**src/rtl/branch_pred_unit_pkg.sv**
```systemverilog
// rtl/branch_pred_unit_pkg.sv - shared types and helpers for the branch prediction unit
// Holds the branch opcode encoding, the 2-bit BHT counter type with its
// reset value, and small pure helpers used by the BHT and resolve logic.
package branch_pred_unit_pkg;

    // Encodings follow the RISC-V funct3 layout; 3'b010 and 3'b011 are not
    // branches and resolve as not-taken without touching any state.
    typedef enum logic [2:0] {
        BR_BEQ  = 3'b000,
        BR_BNE  = 3'b001,
        BR_NOP  = 3'b010,
        BR_RSVD = 3'b011,
        BR_BLT  = 3'b100,
        BR_BGE  = 3'b101,
        BR_BLTU = 3'b110,
        BR_BGEU = 3'b111
    } branch_op_e;

    typedef logic [1:0] bht_cnt_t;

    localparam bht_cnt_t BHT_RESET = 2'b01;
    localparam bht_cnt_t BHT_MAX   = 2'b11;
    localparam bht_cnt_t BHT_MIN   = 2'b00;

    function automatic logic is_branch(input branch_op_e op);
        logic valid;
        valid = 1'b0;
        case (op)
            BR_BEQ, BR_BNE, BR_BLT, BR_BGE, BR_BLTU, BR_BGEU: valid = 1'b1;
            default:                                          valid = 1'b0;
        endcase
        return valid;
    endfunction

    // Saturating 2-bit counter step toward the resolved direction.
    function automatic bht_cnt_t bht_next(input bht_cnt_t cnt, input logic taken);
        bht_cnt_t nxt;
        nxt = cnt;
        if (taken) begin
            if (cnt != BHT_MAX) nxt = cnt + 2'd1;
        end else begin
            if (cnt != BHT_MIN) nxt = cnt - 2'd1;
        end
        return nxt;
    endfunction

endpackage

```
**src/rtl/bht_counter_array.sv**
```systemverilog
// rtl/bht_counter_array.sv - table of 2-bit saturating branch history counters
// Ports:
//   clk_i, rst_ni              clock, asynchronous active-low reset
//   rd_idx_i / rd_cnt_o        combinational read port (pre-edge contents)
//   upd_en_i, upd_idx_i,       single update port; counter moves one step
//   upd_taken_i                toward upd_taken_i on the rising edge
module bht_counter_array
    import branch_pred_unit_pkg::*;
#(
    parameter int ENTRIES = 16,
    parameter int IDX_W   = $clog2(ENTRIES)
) (
    input  logic             clk_i,
    input  logic             rst_ni,
    input  logic [IDX_W-1:0] rd_idx_i,
    output bht_cnt_t         rd_cnt_o,
    input  logic             upd_en_i,
    input  logic [IDX_W-1:0] upd_idx_i,
    input  logic             upd_taken_i
);

    bht_cnt_t cnt_q [ENTRIES];

    // Reading the registered array directly means a lookup of the index
    // being updated this cycle sees the old counter value.
    assign rd_cnt_o = cnt_q[rd_idx_i];

    always_ff @(posedge clk_i or negedge rst_ni) begin
        if (!rst_ni) begin
            for (int i = 0; i < ENTRIES; i++) begin
                cnt_q[i] <= BHT_RESET;
            end
        end else if (upd_en_i) begin
            cnt_q[upd_idx_i] <= bht_next(cnt_q[upd_idx_i], upd_taken_i);
        end
    end

endmodule

```
**src/rtl/branch_pred_unit.sv**
```systemverilog
// rtl/branch_pred_unit.sv - branch direction predictor and branch resolve unit
// Ports:
//   clk_i, rst_ni                  clock, asynchronous active-low reset
//   pred_pc_i / pred_taken_o       combinational direction lookup for fetch
//   res_valid_i / res_ready_o      resolve request handshake
//   res_op_i, res_pc_i, res_imm_i, branch to resolve: opcode, PC, offset,
//   rs1_data_i, rs2_data_i,        operands, and the direction fetch assumed
//   res_pred_taken_i
//   out_valid_o / out_ready_i      registered resolve result handshake
//   out_taken_o, out_mispredict_o, resolved direction, mispredict flag and
//   out_redirect_pc_o              next PC (target or fall-through)
//   flush_i                        drop in-flight result and current request
//   mispred_cnt_o                  saturating count of mispredicted branches
module branch_pred_unit
    import branch_pred_unit_pkg::*;
#(
    parameter int XLEN        = 32,
    parameter int BHT_ENTRIES = 16,
    parameter int CNT_W       = 32
) (
    input  logic             clk_i,
    input  logic             rst_ni,
    input  logic [XLEN-1:0]  pred_pc_i,
    output logic             pred_taken_o,
    input  logic             res_valid_i,
    output logic             res_ready_o,
    input  branch_op_e       res_op_i,
    input  logic [XLEN-1:0]  res_pc_i,
    input  logic [XLEN-1:0]  res_imm_i,
    input  logic [XLEN-1:0]  rs1_data_i,
    input  logic [XLEN-1:0]  rs2_data_i,
    input  logic             res_pred_taken_i,
    output logic             out_valid_o,
    output logic             out_taken_o,
    output logic             out_mispredict_o,
    output logic [XLEN-1:0]  out_redirect_pc_o,
    input  logic             out_ready_i,
    input  logic             flush_i,
    output logic [CNT_W-1:0] mispred_cnt_o
);

    localparam int               IDX     = $clog2(BHT_ENTRIES);
    localparam logic [XLEN-1:0]  PC_STEP = XLEN'(4);
    localparam logic [CNT_W-1:0] CNT_MAX = '1;

    logic [IDX-1:0]  rd_idx;
    logic [IDX-1:0]  upd_idx;
    bht_cnt_t        rd_cnt;
    logic            accept;
    logic            valid_op;
    logic            eq;
    logic            lt_s;
    logic            lt_u;
    logic            taken;
    logic            mispredict;
    logic [XLEN-1:0] target_pc;
    logic [XLEN-1:0] fall_pc;
    logic            bht_upd;

    // Word-aligned PCs: bits [1:0] carry no index information.
    assign rd_idx  = pred_pc_i[IDX+1:2];
    assign upd_idx = res_pc_i[IDX+1:2];

    logic unused_pc_bits;
    assign unused_pc_bits = ^{pred_pc_i[XLEN-1:IDX+2], pred_pc_i[1:0]};

    assign res_ready_o = !out_valid_o || out_ready_i;
    assign accept      = res_valid_i && res_ready_o && !flush_i;

    assign valid_op = is_branch(res_op_i);
    assign eq       = (rs1_data_i == rs2_data_i);
    assign lt_s     = ($signed(rs1_data_i) < $signed(rs2_data_i));
    assign lt_u     = (rs1_data_i < rs2_data_i);

    always_comb begin
        taken = 1'b0;
        case (res_op_i)
            BR_BEQ:  taken = eq;
            BR_BNE:  taken = !eq;
            BR_BLT:  taken = lt_s;
            BR_BGE:  taken = !lt_s;
            BR_BLTU: taken = lt_u;
            BR_BGEU: taken = !lt_u;
            default: taken = 1'b0;
        endcase
    end

    assign target_pc  = res_pc_i + res_imm_i;
    assign fall_pc    = res_pc_i + PC_STEP;
    assign mispredict = (taken != res_pred_taken_i);
    assign bht_upd    = accept && valid_op;

    bht_counter_array #(
        .ENTRIES (BHT_ENTRIES),
        .IDX_W   (IDX)
    ) u_bht (
        .clk_i       (clk_i),
        .rst_ni      (rst_ni),
        .rd_idx_i    (rd_idx),
        .rd_cnt_o    (rd_cnt),
        .upd_en_i    (bht_upd),
        .upd_idx_i   (upd_idx),
        .upd_taken_i (taken)
    );

    assign pred_taken_o = rd_cnt[1];

    // One-entry result register; flush wins over a same-cycle accept.
    always_ff @(posedge clk_i or negedge rst_ni) begin
        if (!rst_ni) begin
            out_valid_o       <= 1'b0;
            out_taken_o       <= 1'b0;
            out_mispredict_o  <= 1'b0;
            out_redirect_pc_o <= '0;
        end else if (flush_i) begin
            out_valid_o <= 1'b0;
        end else if (accept) begin
            out_valid_o       <= 1'b1;
            out_taken_o       <= taken;
            out_mispredict_o  <= mispredict;
            out_redirect_pc_o <= taken ? target_pc : fall_pc;
        end else if (out_ready_i) begin
            out_valid_o <= 1'b0;
        end
    end

    always_ff @(posedge clk_i or negedge rst_ni) begin
        if (!rst_ni) begin
            mispred_cnt_o <= '0;
        end else if (bht_upd && mispredict && (mispred_cnt_o != CNT_MAX)) begin
            mispred_cnt_o <= mispred_cnt_o + CNT_W'(1);
        end
    end

endmodule

```
**config.mk**
```make
export PLATFORM = sky130hd
export DESIGN_NAME = branch_pred_unit
export DESIGN_NICKNAME = d
export VERILOG_FILES = /design/src/rtl/branch_pred_unit_pkg.sv /design/src/rtl/bht_counter_array.sv /design/src/rtl/branch_pred_unit.sv
export SDC_FILE = /design/constraint.sdc
export NUM_CORES = 1
export LEC_CHECK = 0
export CORE_ASPECT_RATIO = 1.75
export CORE_MARGIN = 2
export CORE_UTILIZATION = 47
export DETAILED_ROUTE_END_ITERATION = 8
export GPL_ROUTABILITY_DRIVEN = 0
export PLACE_DENSITY_LB_ADDON = 0.12
export SYNTH_ARGS = -nofsm -noshare
export SYNTH_HDL_FRONTEND = slang
export SYNTH_SLANG_ARGS = --single-unit
```
**constraint.sdc**
```tcl
create_clock -name clk_i -period 4.73 [get_ports clk_i]
set_clock_uncertainty 0.15 [all_clocks]
set_input_delay 0.946 -clock clk_i [delete_from_list [all_inputs] [get_ports clk_i]]
set_output_delay 0.946 -clock clk_i [all_outputs]
set_load 0.005 [all_outputs]
```
Figure 1. Cell placement (run 1).
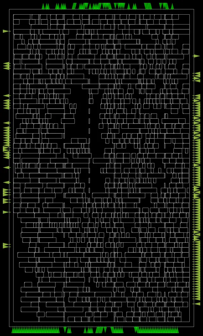
Tap Count: 192
Rows: 62
Std-Cell Core Area: 0.0163 mm2
Seq area share: 24.0%

Figure 2. Clock distribution (run 1).
Scale bar: 20 um.
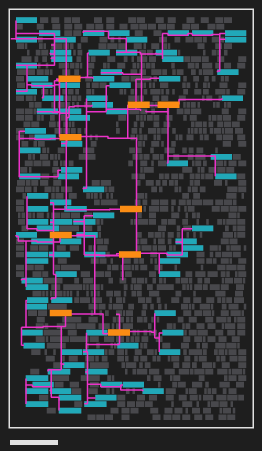
[flip-flops] cyan | count: 99
[clock wires] magenta | length: 1390 um
[clock-net drivers] orange | count: 9
routed clock nets	10

==> reports/results.tsv, run 1 <==
stage	metric	value	unit
status	status	complete, no violations	
synthesis	avgSynthCellArea	9.07	um2
grt	grt_first_pass_wirelength	35300	um
cells_and_area	buffers	225	
placed_design	dp_cells	1247	
cells_and_area	signal_buffer_area_fraction	21.5	%
synthesis	top_cells_by_count	dfrtp_1 (83), nand2_1 (78), nor2_1 (69)	
cells_and_area	layout.area.seq	0.00250	mm2
grt	grt_use_met3	5.11	%
detailed_routing	wl	21900	um
clock_network	tritoncts	done	
final_timing	rsz0062_at_grt	no	
grt	grt.busiest_layer	met2	
clock_network	clkLatencyLatePin	0.36	ns
synthesis	top_cells_by_area	dfrtp_1 (27%), ha_1 (11%), xor2_1 (6.1%)	
final_timing	whs	0.330	ns
synthesis	ys_types	60	
synthesis	yosys_area	0.00778	mm2
power_and_ir_drop	pg_seq	1.07	mW
power_and_ir_drop	p_leak	4.60	nW
grt	grt_overflow	0	
clock_network	cts-root-buf	clkbuf_16	
cells_and_area	antenna-diode-count	0	
cells_and_area	flop-count	99	
detailed_routing	drc_errors	0	
synthesis	yosys_most_used_dff	dfrtp_1	
placed_design	portBuffers	209	
placed_design	place_hpwl	17300	um
job	tool_warnings	57	
cells_and_area	comb_area_share	47.6	%
cells_and_area	fillers	1412	
cells_and_area	final_nets	1304	
floorplan	io_pins	238	
cells_and_area	inv_count	52	
final_timing	setup_viol	0	
grt	grt_max_degree	64	
cells_and_area	final_cells	1263	
worst_setup_path	start_kind	input port	
clock_network	cts.sinks	99	
synthesis	ys_cells	858	
Figure 3. Drive-strength map (run 1).
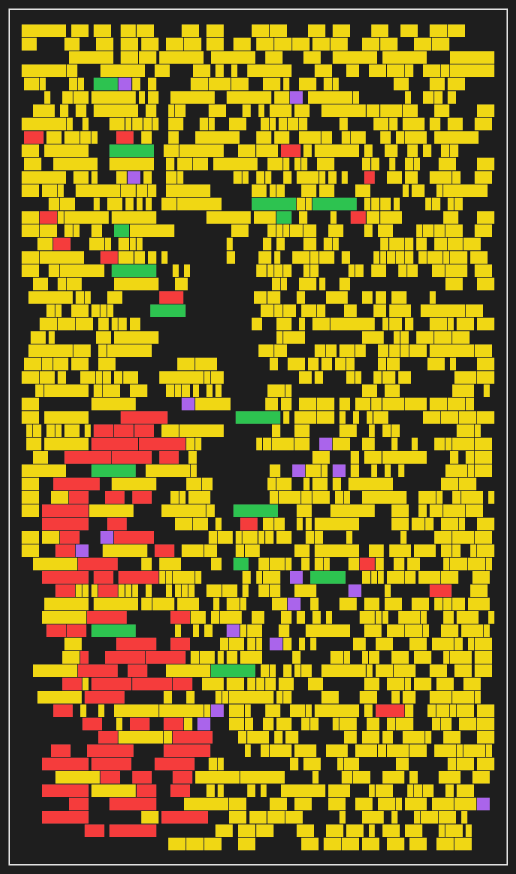
size	colour	cells	share
x6 and larger	green	15	1.4%
x2	red	79	7.4%
x3 and x4	purple	17	1.6%
x1 and smaller	yellow	960	90%

run 1: layer usage:
layer  up-vias  part of all wire (%)
li1       3498                     -
met1      3375                    38
met2       216                    53
met3        52                   5.8
met4         0                   3.3
met5         -                     0
run 1: cell families after synthesis:
group | count (synthesis) | share of synthesized area [%]
AND-OR/OR-AND | 167 | 13.2
buffers and inverters | 80 | 4.42
multiplexers | 55 | 10.0
adder cells (fa/ha/maj) | 71 | 11.5
flip-flops | 99 | 32.1
XOR/XNOR | 88 | 9.90
AND/OR/NAND/NOR | 298 | 18.9
run 1: flip-flops by register name, summed over array words and instances, names as in the netlist:
| register | flops |
|---|---|
| mispred_cnt_o | 32 |
| out_redirect_pc_o | 32 |
| u_bht.cnt_q | 32 |
| out_mispredict_o | 1 |
| out_taken_o | 1 |
| out_valid_o | 1 |
Figure 4. Close-up of the layout (run 1).
Scale bar: 10 um. Window x 38 to 63, y 109 to 134 um. Cells in grey, sequential cells in the stronger grey; small squares are vias.
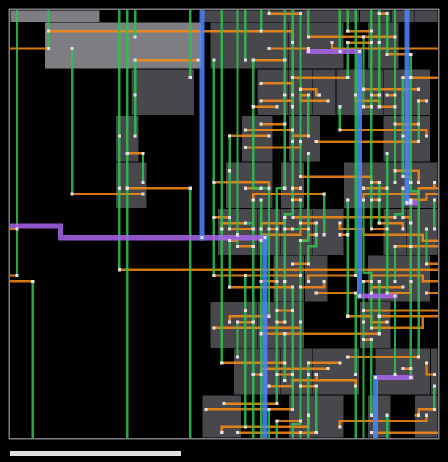

==> run 2, diff against run 1 <==
--- a/config.mk
+++ b/config.mk
@@ -5,12 +5,15 @@
 export SDC_FILE = /design/constraint.sdc
 export NUM_CORES = 1
 export LEC_CHECK = 0
+export ABC_AREA = 1
 export CORE_ASPECT_RATIO = 1.75
 export CORE_MARGIN = 2
 export CORE_UTILIZATION = 47
+export CTS_CLUSTER_DIAMETER = 80
 export DETAILED_ROUTE_END_ITERATION = 8
 export GPL_ROUTABILITY_DRIVEN = 0
 export PLACE_DENSITY_LB_ADDON = 0.12
+export SLEW_MARGIN = 5
 export SYNTH_ARGS = -nofsm -noshare
 export SYNTH_HDL_FRONTEND = slang
 export SYNTH_SLANG_ARGS = --single-unit
Figure 5. Close-up of the layout (run 2).
Scale bar: 10 um. Window x 42 to 67, y 119 to 144 um. Cells in grey, sequential cells in the stronger grey; small squares are vias.
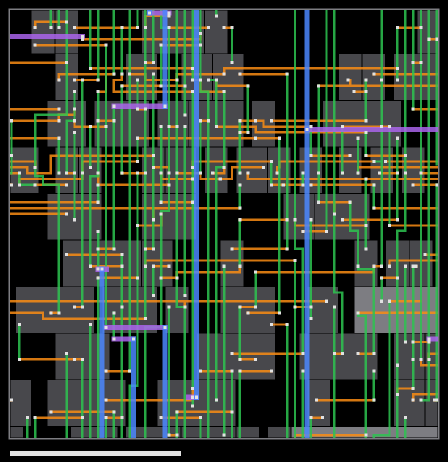
layer	colour
M1	orange
M2	green
M4	blue
M3	purple
sequential cells in the window	1
most frequent	nand2_1 (9), nor2_1 (8)
cells with their middle in the window	54
netlist names of flops here include	u_bht.cnt_q (1)

==> run 2 against run 1 <==
Via count is 37% higher. Synthesized area up 16%. Total power is 6.6% higher. Maximum frequency up 5.1%. First-iteration DRC count grew 130%. Register-to-register slack got worse by 0.30 ns. Non-clock buffer count fell by 6.
==> reports/results.tsv, run 2 <==
stage	metric	value	unit
status	status	complete, no violations	
cells_and_area	signal_buffer_area_fraction	18.6	%
final_timing	whs	0.318	ns
final_timing	setup_viol	0	
floorplan	io_pins	238	
cells_and_area	inv_count	163	
clock_network	cts-root-buf	clkbuf_16	
power_and_ir_drop	pg_seq	1.06	mW
grt	grt_use_met3	3.72	%
grt	grt.busiest_layer	met2	
cells_and_area	fillers	1861	
grt	grt_overflow	0	
cells_and_area	final_cells	1795	
synthesis	avgSynthCellArea	6.68	um2
floorplan	coreArea	0.0190	mm2
synthesis	xor_share	7.17	%
power_and_ir_drop	p_leak	5.48	nW
clock_network	cts.sinks	99	
cells_and_area	flop-count	99	
synthesis	ys_types	46	
cells_and_area	layout.area.seq	0.00250	mm2
synthesis	ys_sh_adder	9.63	%
synthesis	synthAoiAreaFrac	12.3	%
floorplan	tap_cells	241	
job	tool_warnings	57	
detailed_routing	highest_layer	met4	
detailed_routing	wl	28300	um
synthesis	yosys_most_used_dff	dfrtp_1	
grt	grt_max_degree	63	
placed_design	portBuffers	209	
cells_and_area	comb_area_share	49.4	%
floorplan	fp-row-count	67	
detailed_routing	drc_errors	0	
cells_and_area	buffers	219	
placed_design	place_hpwl	22600	um
cells_and_area	largest_registers	mispred_cnt_o x32, out_redirect_pc_o x32, u_bht.cnt_q x32	
worst_setup_path	start_kind	input port	
synthesis	yosys_area	0.00904	mm2
synthesis	ys_top_logic_family	simple AND/OR/NAND/NOR gates	
synthesis	ys_sh_mux	0	%
cells_and_area	final_nets	1787	
detailed_routing	wl_met3	1270	um
synthesis	ys_sh_simple	34.8	%
placed_design	dp_cells	1779	
synthesis	top_cells_by_count	nand2_1 (393), inv_1 (162), nor2_1 (118)	
clock_network	tritoncts	done	
grt	grt_first_pass_wirelength	45300	um
cells_and_area	seq_share	21.3	%
final_timing	rsz0062_at_grt	no	
synthesis	top_cells_by_area	dfrtp_1 (23%), nand2_1 (16%), ha_1 (9.4%)	
Figure 6. Clock distribution (run 2).
Scale bar: 20 um.
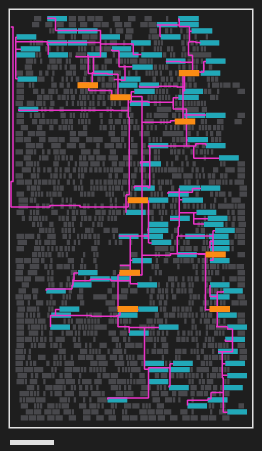
Clock power frac: 29.1%
clk_lat worst skew: 0.36 ns
Clock Power: 847 uW

-- run 2: worst max path at each step --
stage	to	cells past startpoint
6_report	pred_taken_o	7
5_1_grt	mispred_cnt_o[14]$_DFFE_PN0P_	17
4_1_cts	pred_taken_o	7
3_5_place_dp	mispred_cnt_o[4]$_DFFE_PN0P_	17
3_3_place_gp	mispred_cnt_o[26]$_DFFE_PN0P_	17
2_1_floorplan	mispred_cnt_o[21]$_DFFE_PN0P_	17
-- run 2: logic make-up after synthesis --
| kind of cell | count (synthesis) |
|---|---|
| and+or+nand+nor | 722 |
| AOI/OAI and AO/OA | 192 |
| adders and majority gates | 69 |
| buffers and inverters | 197 |
| xor gates and xnor gates | 74 |
| DFF | 99 |
Power is estimated from default activity; no workload was simulated.
